**Metal 1**

Bar = 50 µm. Supply wires on this layer in grey.
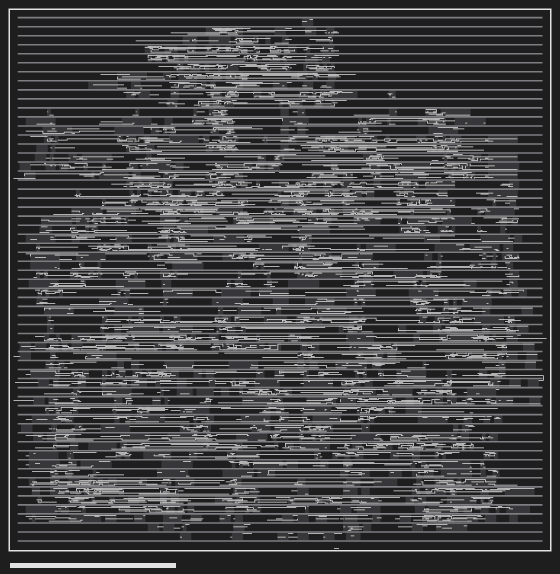
**Routing congestion map**

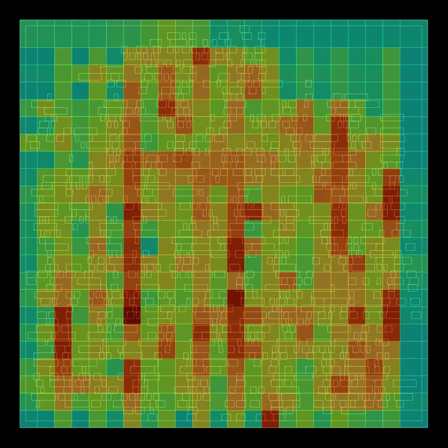
**Layout detail**

Bar = 10 µm. Window x 61 to 101, y 29 to 69 µm. Cells in grey, sequential cells in the stronger grey; small squares are vias.
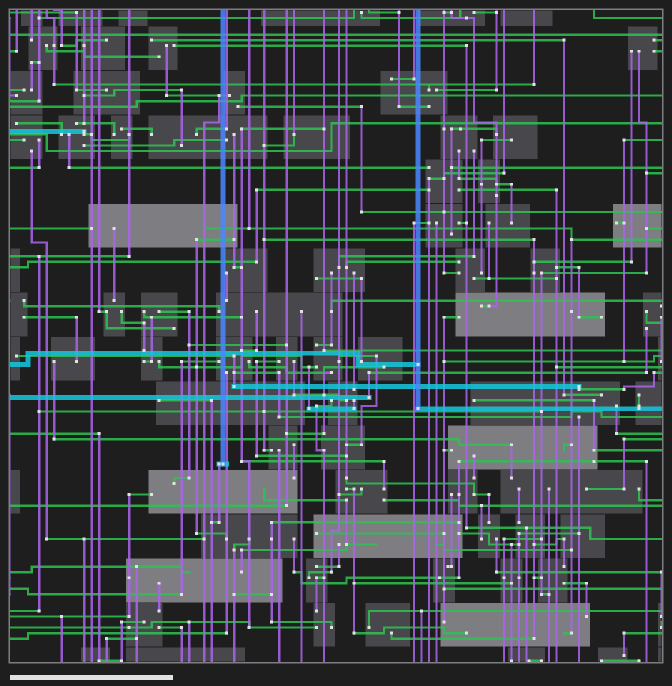
**Sizing map**

Bar = 50 µm.
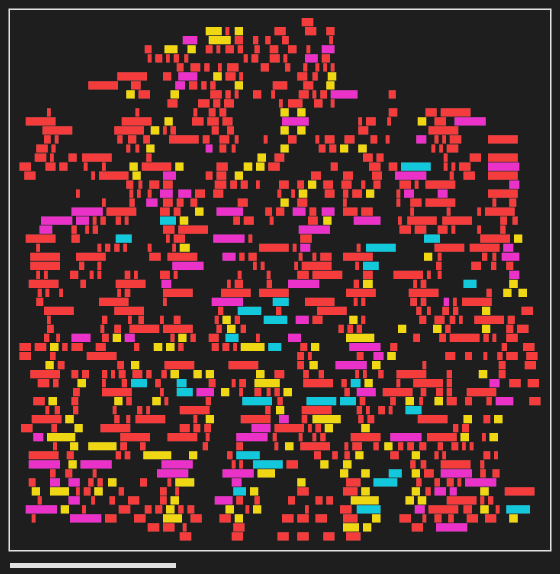
**Met2 routing**

Bar = 50 µm.
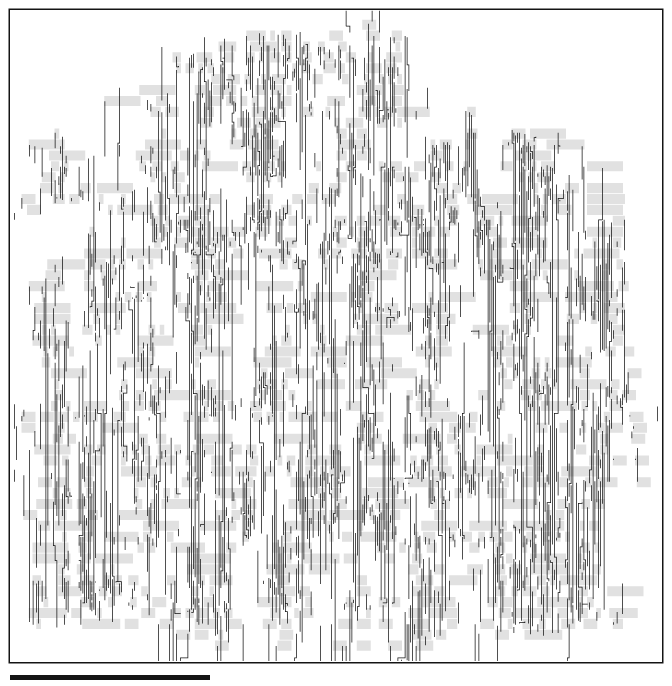
### config.mk
export PLATFORM = sky130hd
export DESIGN_NAME = wrr_pri_sched
export DESIGN_NICKNAME = d
export VERILOG_FILES = /design/src/rtl/wrr_pri_sched.sv
export SDC_FILE = /design/constraint.sdc
export NUM_CORES = 1
export LEC_CHECK = 0
export CAP_MARGIN = 10
export CELL_PAD_IN_SITES_DETAIL_PLACEMENT = 1
export CELL_PAD_IN_SITES_GLOBAL_PLACEMENT = 1
export CORE_MARGIN = 2
export CORE_UTILIZATION = 25
export CTS_BUF_LIST = sky130_fd_sc_hd__clkbuf_2 sky130_fd_sc_hd__clkbuf_4 sky130_fd_sc_hd__clkbuf_8
export CTS_CLUSTER_SIZE = 10
export DETAILED_ROUTE_END_ITERATION = 8
export PLACE_DENSITY_LB_ADDON = 0.05
export SYNTH_ARGS = -nofsm -noshare
export SYNTH_HDL_FRONTEND = slang
export SYNTH_SLANG_ARGS = --single-unit
### constraint.sdc
create_clock -name iClk -period 4.3 [get_ports iClk]
set_input_delay 1.29 -clock iClk [delete_from_list [all_inputs] [get_ports iClk]]
set_output_delay 1.29 -clock iClk [all_outputs]
set_load 0.005 [all_outputs]
### src/rtl/wrr_pri_sched.sv
// Weighted round-robin grant scheduler for PRI_NUM priority queues on one port.
// Define WRR_STRICT_TOP_EN to serve queue PRI_NUM-1 with strict priority.
module wrr_pri_sched #(
  parameter int PRI_NUM        = 8,
  parameter int WRR_WEIGHT_NUM = 8,
  parameter int PORT_ID        = 0,
  localparam int WW = $clog2(WRR_WEIGHT_NUM) + 1,
  localparam int IW = $clog2(PRI_NUM)
) (
  input  logic                  iClk,
  input  logic                  iRst_n,
  input  logic [PRI_NUM*WW-1:0] iWrrWeightPld,
  input  logic [3:0]            iWrrWeightIdx,
  input  logic                  iWrrWeightLoad,
  input  logic [PRI_NUM-1:0]    iReqVld,
  output logic                  oGntVld,
  output logic [IW-1:0]         oGntIdx,
  input  logic                  iGntRdy,
  input  logic                  iPktDone,
  output logic                  oBusy
);

  typedef enum logic [1:0] {
    IDLE  = 2'd0,
    GRANT = 2'd1,
    XFER  = 2'd2
  } state_t;

  localparam logic [WW-1:0] WMAX = WW'(WRR_WEIGHT_NUM);
  localparam logic [IW-1:0] TOP  = IW'(PRI_NUM - 1);

`ifdef WRR_STRICT_TOP_EN
  localparam logic [PRI_NUM-1:0] WRR_MASK =
    {1'b0, {(PRI_NUM-1){1'b1}}};
`else
  localparam logic [PRI_NUM-1:0] WRR_MASK = '1;
`endif

  state_t state_q, state_d;

  logic          gnt_vld_q, gnt_vld_d;
  logic [IW-1:0] gnt_idx_q, gnt_idx_d;
  logic [IW-1:0] ptr_q, ptr_d;

  logic [WW-1:0] weight_q [PRI_NUM];
  logic [WW-1:0] shadow_q [PRI_NUM];
  logic [WW-1:0] credit_q [PRI_NUM];
  logic [WW-1:0] shadow_nxt [PRI_NUM];

  logic               load_hit;
  logic               wt_chg;
  logic [PRI_NUM-1:0] elig;
  logic [PRI_NUM-1:0] wrr_req;
  logic               any_elig;
  logic               any_wrr_req;
  logic               top_hit;
  logic               strict_gnt;
  logic [IW-1:0]      sel;
  logic               found;
  logic               dec_en;
  logic               reload_en;

  function automatic logic [IW-1:0] rot_idx(
    input logic [IW-1:0] base,
    input int            ofs
  );
    int s;
    s = int'(base) + ofs;
    return IW'(s % PRI_NUM);
  endfunction

  assign load_hit = iWrrWeightLoad &&
                    (iWrrWeightIdx == 4'(PORT_ID));

  // Shadow as it will be after this cycle; a load coinciding
  // with a round boundary feeds straight into the reload.
  always_comb begin
    wt_chg = 1'b0;
    for (int k = 0; k < PRI_NUM; k++) begin
      shadow_nxt[k] = shadow_q[k];
      if (load_hit) begin
        if (iWrrWeightPld[k*WW +: WW] > WMAX)
          shadow_nxt[k] = WMAX;
        else
          shadow_nxt[k] = iWrrWeightPld[k*WW +: WW];
      end
      wt_chg = wt_chg | (shadow_nxt[k] != weight_q[k]);
    end
  end

  always_comb begin
    elig    = '0;
    wrr_req = '0;
    for (int k = 0; k < PRI_NUM; k++) begin
      wrr_req[k] = iReqVld[k] && (weight_q[k] != '0);
      elig[k]    = wrr_req[k] && (credit_q[k] != '0);
    end
    wrr_req     = wrr_req & WRR_MASK;
    elig        = elig & WRR_MASK;
    any_elig    = |elig;
    any_wrr_req = |wrr_req;
  end

  always_comb begin
    sel   = ptr_q;
    found = 1'b0;
    for (int i = 0; i < PRI_NUM; i++) begin
      if (!found && elig[rot_idx(ptr_q, i)]) begin
        found = 1'b1;
        sel   = rot_idx(ptr_q, i);
      end
    end
  end

`ifdef WRR_STRICT_TOP_EN
  assign top_hit    = iReqVld[PRI_NUM-1];
  assign strict_gnt = (gnt_idx_q == TOP);
`else
  assign top_hit    = 1'b0;
  assign strict_gnt = 1'b0;
`endif

  always_comb begin
    state_d   = state_q;
    gnt_vld_d = gnt_vld_q;
    gnt_idx_d = gnt_idx_q;
    ptr_d     = ptr_q;
    dec_en    = 1'b0;
    reload_en = 1'b0;
    unique case (state_q)
      IDLE: begin
        if (top_hit) begin
          state_d   = GRANT;
          gnt_vld_d = 1'b1;
          gnt_idx_d = TOP;
        end else if (any_elig) begin
          state_d   = GRANT;
          gnt_vld_d = 1'b1;
          gnt_idx_d = sel;
        end else if (any_wrr_req) begin
          reload_en = 1'b1;
        end else if (iReqVld == '0 && wt_chg) begin
          reload_en = 1'b1;
        end
      end
      GRANT: begin
        if (iGntRdy) begin
          state_d   = XFER;
          gnt_vld_d = 1'b0;
          if (!strict_gnt) begin
            dec_en = 1'b1;
            ptr_d  = gnt_idx_q;
          end
        end
      end
      XFER: begin
        if (iPktDone)
          state_d = IDLE;
      end
      default: begin
        state_d   = IDLE;
        gnt_vld_d = 1'b0;
      end
    endcase
  end

  always_ff @(posedge iClk or negedge iRst_n) begin
    if (!iRst_n) begin
      state_q   <= IDLE;
      gnt_vld_q <= 1'b0;
      gnt_idx_q <= '0;
      ptr_q     <= '0;
      for (int k = 0; k < PRI_NUM; k++) begin
        weight_q[k] <= WMAX;
        shadow_q[k] <= WMAX;
        credit_q[k] <= WMAX;
      end
    end else begin
      state_q   <= state_d;
      gnt_vld_q <= gnt_vld_d;
      gnt_idx_q <= gnt_idx_d;
      ptr_q     <= ptr_d;
      for (int k = 0; k < PRI_NUM; k++)
        shadow_q[k] <= shadow_nxt[k];
      if (reload_en) begin
        for (int k = 0; k < PRI_NUM; k++) begin
          weight_q[k] <= shadow_nxt[k];
          credit_q[k] <= shadow_nxt[k];
        end
      end else if (dec_en) begin
        credit_q[gnt_idx_q] <= credit_q[gnt_idx_q] - WW'(1);
      end
    end
  end

  assign oGntVld = gnt_vld_q;
  assign oGntIdx = gnt_idx_q;
  assign oBusy   = (state_q != IDLE);

endmodule

==> impl.org <==
#+TITLE: Implementation results

** Run status
- The run finished with clean final reports.

** Hold path
- Kind of path behind the tightest hold check :: reg -> reg
- Hold analysis shows the worst path with a depth of 1.
- The launch point of the worst min-delay path is recorded as state_q[1].

** Pwr
- Internal power :: between 3 and 4 mW
- Combinational fraction of design power :: between 50% and 60%
- Per report_power, the top consumer among the power groups is combinational cells.
- Total chip power :: between 6 and 7 mW
- Combinational power for this build is 3.72 mW.
- Switch share :: between 40% and 50%
- Power Dens Cells :: 723 nW/µm²
- IR analysis of the VDD net gives a maximum drop of 224 µV.
- Share of power burned in registers :: approximately 30%
- Sequential power for this build is approximately 1.9 mW.
- Reported net switching power :: 2.96 mW

** Setup path
- Cell depth of the worst setup path :: 11
- For flop-to-flop paths, the worst setup slack is between 0.3 and 0.4 ns.
- Slowest Stage Delay on Critical Path :: roughly 0.67 ns
- Worst Setup SP :: iReqVld[7]
- Data on the critical path is required at its endpoint by roughly 4.6 ns.
- On the critical path the data arrives at roughly 4.5 ns.
- R2R cell count :: 10
- Worst setup path endpoint :: credit_q[28]
- Looking at the setup timing report, the critical path kind is in -> reg.
- Worst path bufs/invs :: 3
- CP Capture Type :: register
- Slowest cell on crit path :: sky130_fd_sc_hd__or4_1

** Cells and area
- Signal buf overhead :: 19.2%
- Number of ordinary inverters in the final layout :: 37
- Layout sequential cell count :: ~110
- Fraction of area in multi-input gates :: between 40% and 50%
- Leaving out buffers and inverters, the combinational logic in the layout accounts for 3570 µm².
- The repair_antennas step left the layout with diodes totalling 0.
- The layout report gives the register share of total cell area as about 31%.
- Net count, final :: between 900 and 1000
- Final-layout clock buffer total :: 10
- Multi-input combinational cells in the finished layout were counted as 530.
- Clock tree buffers and inverters occupy ~2.1% of the routed design's cell area.
- By instance count after routing, the leading logic cell types are sky130_fd_sc_hd__buf_4 (109), sky130_fd_sc_hd__nor2_1 (82), sky130_fd_sc_hd__dfrtp_1 (81), sky130_fd_sc_hd__nand2_1 (57), sky130_fd_sc_hd__clkdlybuf4s50_1 (48).
- Top class by area :: multi-input combinational cells
- Fraction of layout instances using a drive strength above 1 :: around a quarter
- Fin cells :: 1196

** Place
- Note, the detailed placer reported a final HPWL of 20300 µm.
- Routability-driven placement finished with a final weighted congestion of about 0.83.
- Worst-case setup slack after placement :: -0.696 ns
- # placed instances :: roughly 1200

** Logic synthesis
- Syn nets :: 759
- Synthesis inferred approximately 110 register bits.
- Yosys mapped a number of flops with a built-in enable equal to 0.
- Mean instance size in the synthesized netlist :: 8.92 µm²
- Cell type with the largest total area :: sky130_fd_sc_hd__dfrtp_1
- Sequential elements use a little over two fifths of the synthesized area.
- Cell types occupying the most area after synthesis :: sky130_fd_sc_hd__dfrtp_1 (32%), sky130_fd_sc_hd__dfstp_2 (10%), sky130_fd_sc_hd__nor2_1 (4.9%)
- The synthesis run identifies the leading combinational cell family as AND-OR/OR-AND gates.
- In this run the biggest area consumer among cell types represents between 30% and 40% of the synthesized area.
- After synthesis, the share of flip-flops with an asynchronous set or reset is 100%.
- Synthesis produced a netlist whose cell count is 707.
- For this run, the number of Yosys warnings is 0.
- Area fraction in mux cells :: 4.84%

** Clock network
- After clock tree synthesis, the clock-pin slew on the worst setup and hold paths is 0.12 ns.
- Number of resized instances in the post-cts repair step :: 16
- In this run the post-CTS setup repair buffer count came out at 0.
- Master cell of the clock root buffer :: sky130_fd_sc_hd__clkbuf_8
- The H-tree was split into 3 levels.
- TritonCTS clock tree :: yes

** Final timing
- Hold is met by 0.516 ns.
- RSZ-0062 raised after global routing :: false
- Max frequency :: around 0.24 GHz
- The final hold violation count recorded for this run is 0.
- Final max-slew violation count :: 0
- The last timing report of the flow puts the setup violation total at 0.
- Worst clock skew on the final layout :: about 0.019 ns
- Fin Setup TNS :: 0 ns

** Die
- Floorplan Core Area :: approximately 25000 µm²
- Num tapcells :: ~330
- Area of the die :: approximately 27000 µm²
- Core utilization before placement :: between 20% and 30%
- The die is between 150 and 200 µm tall.
- For this design the top-level I/O count stands at 54.
- The floorplan has between 50 and 60 rows.

** Global route
- The number of antenna violations at the first check in global routing was 0.
- Pin count of the biggest net entering global routing :: ~55
- For this run, the total global-route usage over all layers was measured as 20.2%.
- The first global-routing pass estimated ~40000 µm of wire.
- Remaining global-route overflow :: 0
- Vias in the first global route :: roughly 6600

** Flow run
- OpenROAD warnings :: 28
- Number of max-capacitance violations reported :: 0

** Route
- Drt first pass iters :: 5
- Dividing the detail-routed via count by the number of cells gives around 5.3.
## Picture notes: 'metal 1'
share of all routed wire: 46%
main direction: horizontal
wire length after detailed routing: 27100 µm
met1 track demand over resource in global routing: 27.8%
overall via count from detail_route: 6344

## Picture notes: 'routing congestion map'
Finished Core Util: 34.5%
routed length per instance: 22.6 µm

## Picture notes: 'layout detail'
[purple] met2
[blue] met4
[green] met1
[cyan] met3
most frequent: buf_4 (9), dfrtp_1 (6), nand2_1 (5)
sequential cells in the window: 7
cells with their middle in the window: 59
netlist names of flops here include: `weight_q` (4), `shadow_q` (3)

## Picture notes: 'sizing map'
[cyan] drive 6 and up | cells: 27 | share: 3.1% | most used: clkbuf_8
[red] drive 1 or less | cells: 636 | share: 73% | most used: nor2_1
[yellow] drive 3 to 4 | cells: 130 | share: 15% | most used: buf_4
[magenta] drive 2 | cells: 73 | share: 8.4% | most used: dfstp_2
post-route cell area: 8620 µm²
smallest setup slack after layout: 0.118 ns
area growth from synthesis to layout: 36.7%
count of plain and timing-repair buffers: 178

## Picture notes: 'met2 routing'
nets with wire on the layer: 831
main direction: vertical
routing usage on met2: 33.6%

layer usage:
metal  GRT usage (%)  routed length (µm)  vias to the layer above
met1            27.8               12600                     3221
met5               0                   0                        -
met2            33.6               13000                      126
li1                -                   -                     2977
met4            4.14                 408                        0
met3            2.93                1100                       20
synth_stat cells (all sizes together), types with 15 or more instances:
| master | instances |
|---|---|
| nor2 | 83 |
| dfrtp | 81 |
| nand2 | 57 |
| a21oi | 56 |
| o21ai | 53 |
| inv | 36 |
| nand4 | 30 |
| nand3 | 28 |
| dfstp | 24 |
| clkbuf | 20 |
| a221o | 17 |
| o41ai | 16 |
| buf | 15 |
| nor4b | 15 |
state kept, by name, indices dropped and copies added, names as in the netlist:
signal,cells
credit_q,32
shadow_q,32
weight_q,32
oGntIdx,3
ptr_q,3
state_q,2
oGntVld,1
Power and IR drop assume default switching activity.
